### src/rtl/multitap_pkg.sv
// Shared types and keypad constants for the multi-tap text entry block.
// Key codes are {row, col} one-hot. Row 0 and column 0 are the 4'b1000 end.
package multitap_pkg;

    typedef enum logic {
        ST_IDLE    = 1'b0,
        ST_PENDING = 1'b1
    } state_e;

    localparam logic [7:0] KEY_1    = 8'h88;
    localparam logic [7:0] KEY_2    = 8'h84;
    localparam logic [7:0] KEY_3    = 8'h82;
    localparam logic [7:0] KEY_A    = 8'h81;
    localparam logic [7:0] KEY_4    = 8'h48;
    localparam logic [7:0] KEY_5    = 8'h44;
    localparam logic [7:0] KEY_6    = 8'h42;
    localparam logic [7:0] KEY_B    = 8'h41;
    localparam logic [7:0] KEY_7    = 8'h28;
    localparam logic [7:0] KEY_8    = 8'h24;
    localparam logic [7:0] KEY_9    = 8'h22;
    localparam logic [7:0] KEY_C    = 8'h21;
    localparam logic [7:0] KEY_STAR = 8'h18;
    localparam logic [7:0] KEY_0    = 8'h14;
    localparam logic [7:0] KEY_HASH = 8'h12;
    localparam logic [7:0] KEY_D    = 8'h11;

    // Number of letters on a key. A result of 0 means the key is not a letter key.
    function automatic logic [2:0] taps_per_key(input logic [7:0] kc);
        case (kc)
            KEY_7, KEY_9:                             taps_per_key = 3'd4;
            KEY_2, KEY_3, KEY_4, KEY_5, KEY_6, KEY_8: taps_per_key = 3'd3;
            default:                                  taps_per_key = 3'd0;
        endcase
    endfunction

endpackage

### src/rtl/multitap_encoder.sv
// Combinational map from (letter key, tap index) to uppercase ASCII.
// Any key that is not a letter key gives 0.
module multitap_encoder
    import multitap_pkg::*;
(
    input  logic [7:0] key_code,
    input  logic [1:0] tap,
    output logic [7:0] ascii
);

    logic [7:0] base;

    always_comb begin
        base = 8'd0;
        case (key_code)
            KEY_2:   base = "A";
            KEY_3:   base = "D";
            KEY_4:   base = "G";
            KEY_5:   base = "J";
            KEY_6:   base = "M";
            KEY_7:   base = "P";
            KEY_8:   base = "T";
            KEY_9:   base = "W";
            default: base = 8'd0;
        endcase
        ascii = (base == 8'd0) ? 8'd0 : base + {6'd0, tap};
    end

endmodule

### src/rtl/multitap_entry.sv
// Multi-tap phone-keypad text entry. It cycles letters on repeated presses and builds a word buffer.
// The buffer is submitted as a word on '#'. Every output comes straight from a flop.
module multitap_entry
    import multitap_pkg::*;
#(
    parameter int WORD_LEN    = 5,
    parameter int TIMEOUT_CYC = 12000000,
    parameter int CNT_W       = 24
) (
    input  logic                           clk,
    input  logic                           nRst,
    input  logic                           strobe,
    input  logic [7:0]                     key_code,
    output logic [7:0]                     preview,
    output logic                           letter_valid,
    output logic [7:0]                     letter,
    output logic [8*WORD_LEN-1:0]          word,
    output logic [$clog2(WORD_LEN+1)-1:0]  word_len,
    output logic                           word_valid,
    output logic                           overflow,
    output logic                           game_end
);

    localparam int               LEN_W      = $clog2(WORD_LEN + 1);
    localparam int               BUF_W      = 8 * WORD_LEN;
    localparam logic [LEN_W-1:0] FULL       = LEN_W'(WORD_LEN);
    localparam bit               TIMEOUT_EN = (TIMEOUT_CYC > 0);
    localparam logic [CNT_W-1:0] CNT_LAST   = TIMEOUT_EN ? CNT_W'(TIMEOUT_CYC - 1) : '0;

    state_e           state_q, state_d;
    logic [7:0]       key_q, key_d;
    logic [1:0]       tap_q, tap_d;
    logic [CNT_W-1:0] cnt_q, cnt_d;
    logic [BUF_W-1:0] buf_q, buf_d;
    logic [LEN_W-1:0] count_q, count_d;
    logic [7:0]       preview_q, preview_d;
    logic [7:0]       letter_q, letter_d;
    logic [BUF_W-1:0] word_q, word_d;
    logic [LEN_W-1:0] word_len_q, word_len_d;
    logic             letter_valid_q, letter_valid_d;
    logic             word_valid_q, word_valid_d;
    logic             overflow_q, overflow_d;
    logic             game_end_q, game_end_d;

    logic       expired, pending, commit, submit, drop_last, wipe, restart_cnt;
    logic [2:0] taps;
    logic [7:0] next_char;

    multitap_encoder u_encoder (
        .key_code (key_d),
        .tap      (tap_d),
        .ascii    (next_char)
    );

    assign preview_d = (state_d == ST_PENDING) ? next_char : 8'd0;

    always_comb begin
        state_d        = state_q;
        key_d          = key_q;
        tap_d          = tap_q;
        buf_d          = buf_q;
        count_d        = count_q;
        letter_d       = letter_q;
        word_d         = word_q;
        word_len_d     = word_len_q;
        letter_valid_d = 1'b0;
        word_valid_d   = 1'b0;
        overflow_d     = 1'b0;
        game_end_d     = 1'b0;
        submit         = 1'b0;
        drop_last      = 1'b0;
        wipe           = 1'b0;
        restart_cnt    = 1'b0;
        taps           = taps_per_key(key_code);

        // A timeout commits first. A strobe in that same cycle then sees an IDLE machine.
        expired = TIMEOUT_EN && (state_q == ST_PENDING) && (cnt_q == CNT_LAST);
        pending = (state_q == ST_PENDING) && !expired;
        commit  = expired;
        if (expired) state_d = ST_IDLE;

        if (strobe) begin
            case (key_code)
                KEY_2, KEY_3, KEY_4, KEY_5, KEY_6, KEY_7, KEY_8, KEY_9: begin
                    restart_cnt = 1'b1;
                    state_d     = ST_PENDING;
                    if (pending && key_code == key_q) begin
                        tap_d = (3'(tap_q) == taps - 3'd1) ? 2'd0 : tap_q + 2'd1;
                    end else begin
                        commit = commit | pending;
                        key_d  = key_code;
                        tap_d  = 2'd0;
                    end
                end
                KEY_STAR: begin
                    if (pending) begin
                        commit  = 1'b1;
                        state_d = ST_IDLE;
                    end
                end
                KEY_0: begin
                    if (pending) state_d = ST_IDLE;
                    else drop_last = 1'b1;
                end
                KEY_HASH: begin
                    if (pending) begin
                        commit  = 1'b1;
                        state_d = ST_IDLE;
                    end
                    submit = 1'b1;
                end
                KEY_C: wipe = 1'b1;
                KEY_1, KEY_A, KEY_B, KEY_D: ;
                default: ;
            endcase
        end

        // preview_q always holds the ASCII of the letter being committed.
        if (commit) begin
            if (count_d < FULL) begin
                for (int i = 0; i < WORD_LEN; i++) begin
                    if (count_d == LEN_W'(i)) buf_d[8*i +: 8] = preview_q;
                end
                count_d        = count_d + 1'b1;
                letter_d       = preview_q;
                letter_valid_d = 1'b1;
            end else begin
                overflow_d = 1'b1;
            end
        end

        if (drop_last && count_d != '0) begin
            count_d = count_d - 1'b1;
            for (int i = 0; i < WORD_LEN; i++) begin
                if (count_d == LEN_W'(i)) buf_d[8*i +: 8] = 8'd0;
            end
        end

        if (submit && count_d != '0) begin
            word_d       = buf_d;
            word_len_d   = count_d;
            word_valid_d = 1'b1;
            buf_d        = '0;
            count_d      = '0;
        end

        if (wipe) begin
            state_d    = ST_IDLE;
            buf_d      = '0;
            count_d    = '0;
            game_end_d = 1'b1;
        end

        if (state_d == ST_IDLE) begin
            key_d = 8'd0;
            tap_d = 2'd0;
        end

        if (state_d != ST_PENDING || restart_cnt || !TIMEOUT_EN) cnt_d = '0;
        else cnt_d = cnt_q + 1'b1;
    end

    always_ff @(posedge clk or negedge nRst) begin
        if (!nRst) begin
            state_q        <= ST_IDLE;
            key_q          <= '0;
            tap_q          <= '0;
            cnt_q          <= '0;
            buf_q          <= '0;
            count_q        <= '0;
            preview_q      <= '0;
            letter_q       <= '0;
            word_q         <= '0;
            word_len_q     <= '0;
            letter_valid_q <= 1'b0;
            word_valid_q   <= 1'b0;
            overflow_q     <= 1'b0;
            game_end_q     <= 1'b0;
        end else begin
            state_q        <= state_d;
            key_q          <= key_d;
            tap_q          <= tap_d;
            cnt_q          <= cnt_d;
            buf_q          <= buf_d;
            count_q        <= count_d;
            preview_q      <= preview_d;
            letter_q       <= letter_d;
            word_q         <= word_d;
            word_len_q     <= word_len_d;
            letter_valid_q <= letter_valid_d;
            word_valid_q   <= word_valid_d;
            overflow_q     <= overflow_d;
            game_end_q     <= game_end_d;
        end
    end

    assign preview      = preview_q;
    assign letter_valid = letter_valid_q;
    assign letter       = letter_q;
    assign word         = word_q;
    assign word_len     = word_len_q;
    assign word_valid   = word_valid_q;
    assign overflow     = overflow_q;
    assign game_end     = game_end_q;

endmodule

### config.mk
export PLATFORM = sky130hd
export DESIGN_NAME = multitap_entry
export DESIGN_NICKNAME = d
export VERILOG_FILES = /design/src/rtl/multitap_pkg.sv /design/src/rtl/multitap_encoder.sv /design/src/rtl/multitap_entry.sv
export SDC_FILE = /design/constraint.sdc
export NUM_CORES = 1
export LEC_CHECK = 0
export CAP_MARGIN = 20
export CORE_AREA = 5 5 123 148
export DETAILED_ROUTE_END_ITERATION = 10
export DIE_AREA = 0 0 128 153
export GPL_ROUTABILITY_DRIVEN = 1
export PLACE_DENSITY = 0.75
export SLEW_MARGIN = 25
export SYNTH_ARGS = -nofsm -noshare
export SYNTH_HDL_FRONTEND = slang
export SYNTH_HIERARCHICAL = 1
export SYNTH_SLANG_ARGS = --single-unit
### constraint.sdc
create_clock -name clk -period 4.3 [get_ports clk]
set_input_delay 1.29 -clock clk [delete_from_list [all_inputs] [get_ports clk]]
set_output_delay 1.29 -clock clk [all_outputs]
set_load 0.005 [all_outputs]
Figure 1. Signal wires on met3.
Drawn at 2 px/µm.
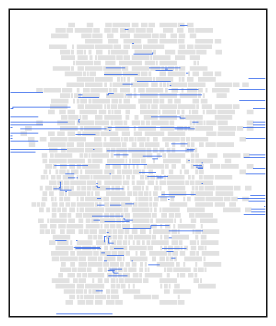
share of all routed wire: 5.3%
main direction: horizontal

Figure 2. Wiring by layer.
Drawn at 2 px/µm.
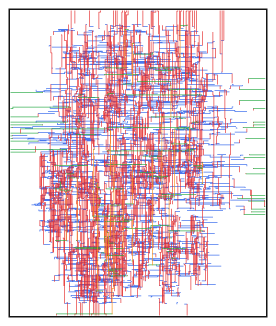
legend:
  blue:
    layer: metal 1
    wire_length: 7,770 µm
  green:
    layer: metal 3
    wire_length: 1,040 µm
  orange:
    layer: metal 4
    wire_length: 638 µm
  red:
    layer: metal 2
    wire_length: 10,200 µm

Figure 3. The metal 2 layer.
Drawn at 2 px/µm.
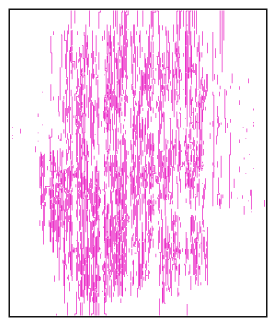
wire length on this layer: 10,200 µm
main direction: vertical

Figure 4. Supply network.
Drawn at 2 px/µm. Pins as bars on the die edge. Tap cells in gray.
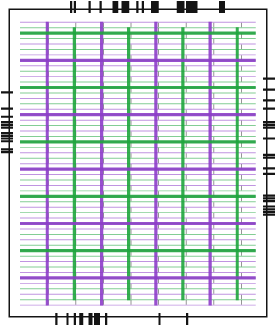
legend:
  purple:
    net: VSS
  green:
    net: VDD
met4 straps: 8
met1 rails: 53
Die Wd: 128 µm
core area: 0.0167 mm²
die height: 153 µm
peak supply drop: 0.224 mV

Figure 5. Clock wiring as the flow saved it.
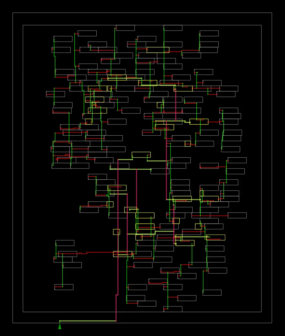
Clock Sinks: 141
clk pwr: 1.40 mW
total CTS buffers: 17
flop count: 141

==> metrics.yaml <==
run_status:
  outcome: "complete, but fails checks"
  violations: "setup timing"
sta:
  tightest_slew_ps: 874
  hold_viol_final: 0
  setup_viol: 1
  setup_ws_ps: -33.0
  post-route-period-util_pct: 101
synth:
  synth-seq-cells: 141
  most_common_cell: "dfrtp_1"
  ff_type: "dfrtp_1"
power:
  p_seq_share_pct: 40.2
  p_leak_nw: 4.70
detailed_routing:
  routedWlPerCell_um: 18.5
grt:
  grt_pass1_vias: 5881
critical_path:
  r2r_slack_ps: 310
  reg2reg_from: "cnt_q[8]"
placed_design:
  port_buffers: 73
clock_tree:
  cts_tree: "yes"
  cts_root_buf: "clkbuf_16"
hold_path:
  holdPathEnd: "cnt_q[0]"
  hold_start: "cnt_q[0]"
floorplanning:
  num_rows: 52
-- timing repair --
item                                    4_1_cts  5_1_grt
endpoints found under the setup margin       89       81
setup buffers                                18       11
pin swaps                                    23       31
cloned                                        1        0
gates resized                                59       53
-- cells in the final DEF, fill, tap and decap left out, drive strengths merged, types with 5 or more instances in the layout --
cell type	netlist	final
nor3	41	41
o21ai	13	13
nor3b	5	5
xor2	14	14
and2	17	17
nand4	13	13
xnor2	23	23
clkdlybuf4s50	0	63
and3	11	11
clkinv	0	8
nor2b	15	15
nand3	13	13
mux2	48	48
o2bb2ai	5	5
dfrtp	141	141
buf	14	128
nand2	21	21
o31ai	10	10
nor2	81	81
clkbuf	19	19
and4	6	6
a21oi	21	21
mux2i	40	40
inv	14	18
ha	14	14
-- metal layers --
metal  share of wire [%]  vias to the layer above
li1                    -                     2681
met1                  39                     2924
met2                  52                      183
met3                 5.3                       52
met4                 3.2                        0
met5                   0                        -
-- worst max-delay path: stages --
cell and delay, ps:
buf_6 100, buf_6 130, xnor2_4 170, nand4_1 170, or3_4 430, nand2_4 90, buf_8 150, mux2i_4 280
nor2_4 100, xnor2_2 150, nor3_2 150, nand2_1 90, a21oi_2 160, ha_2 210, inv_2 40, fa_2 360
and2_4 170, a32oi_2 140, a21oi_1 90, and2_1 150
-- stage by stage --
stage,util (%),cells
global placement,54.1,1002
CTS,59.5,1052
floorplan,-,654
detailed placement,54.1,1002
global route,61.4,1063
finish,61.4,1063
-- cell type report --
cell class | count | area share [%]
timing repair buffer | 195 | 17.7
clock inverter | 14 | 1.36
multi-input combinational | 466 | 39.1
sequential | 141 | 34.5
tap | 216 | 2.64
inverter | 14 | 0.514
clock buffer | 17 | 4.16
No activity file was given, so power comes from the tool's default toggle rates.
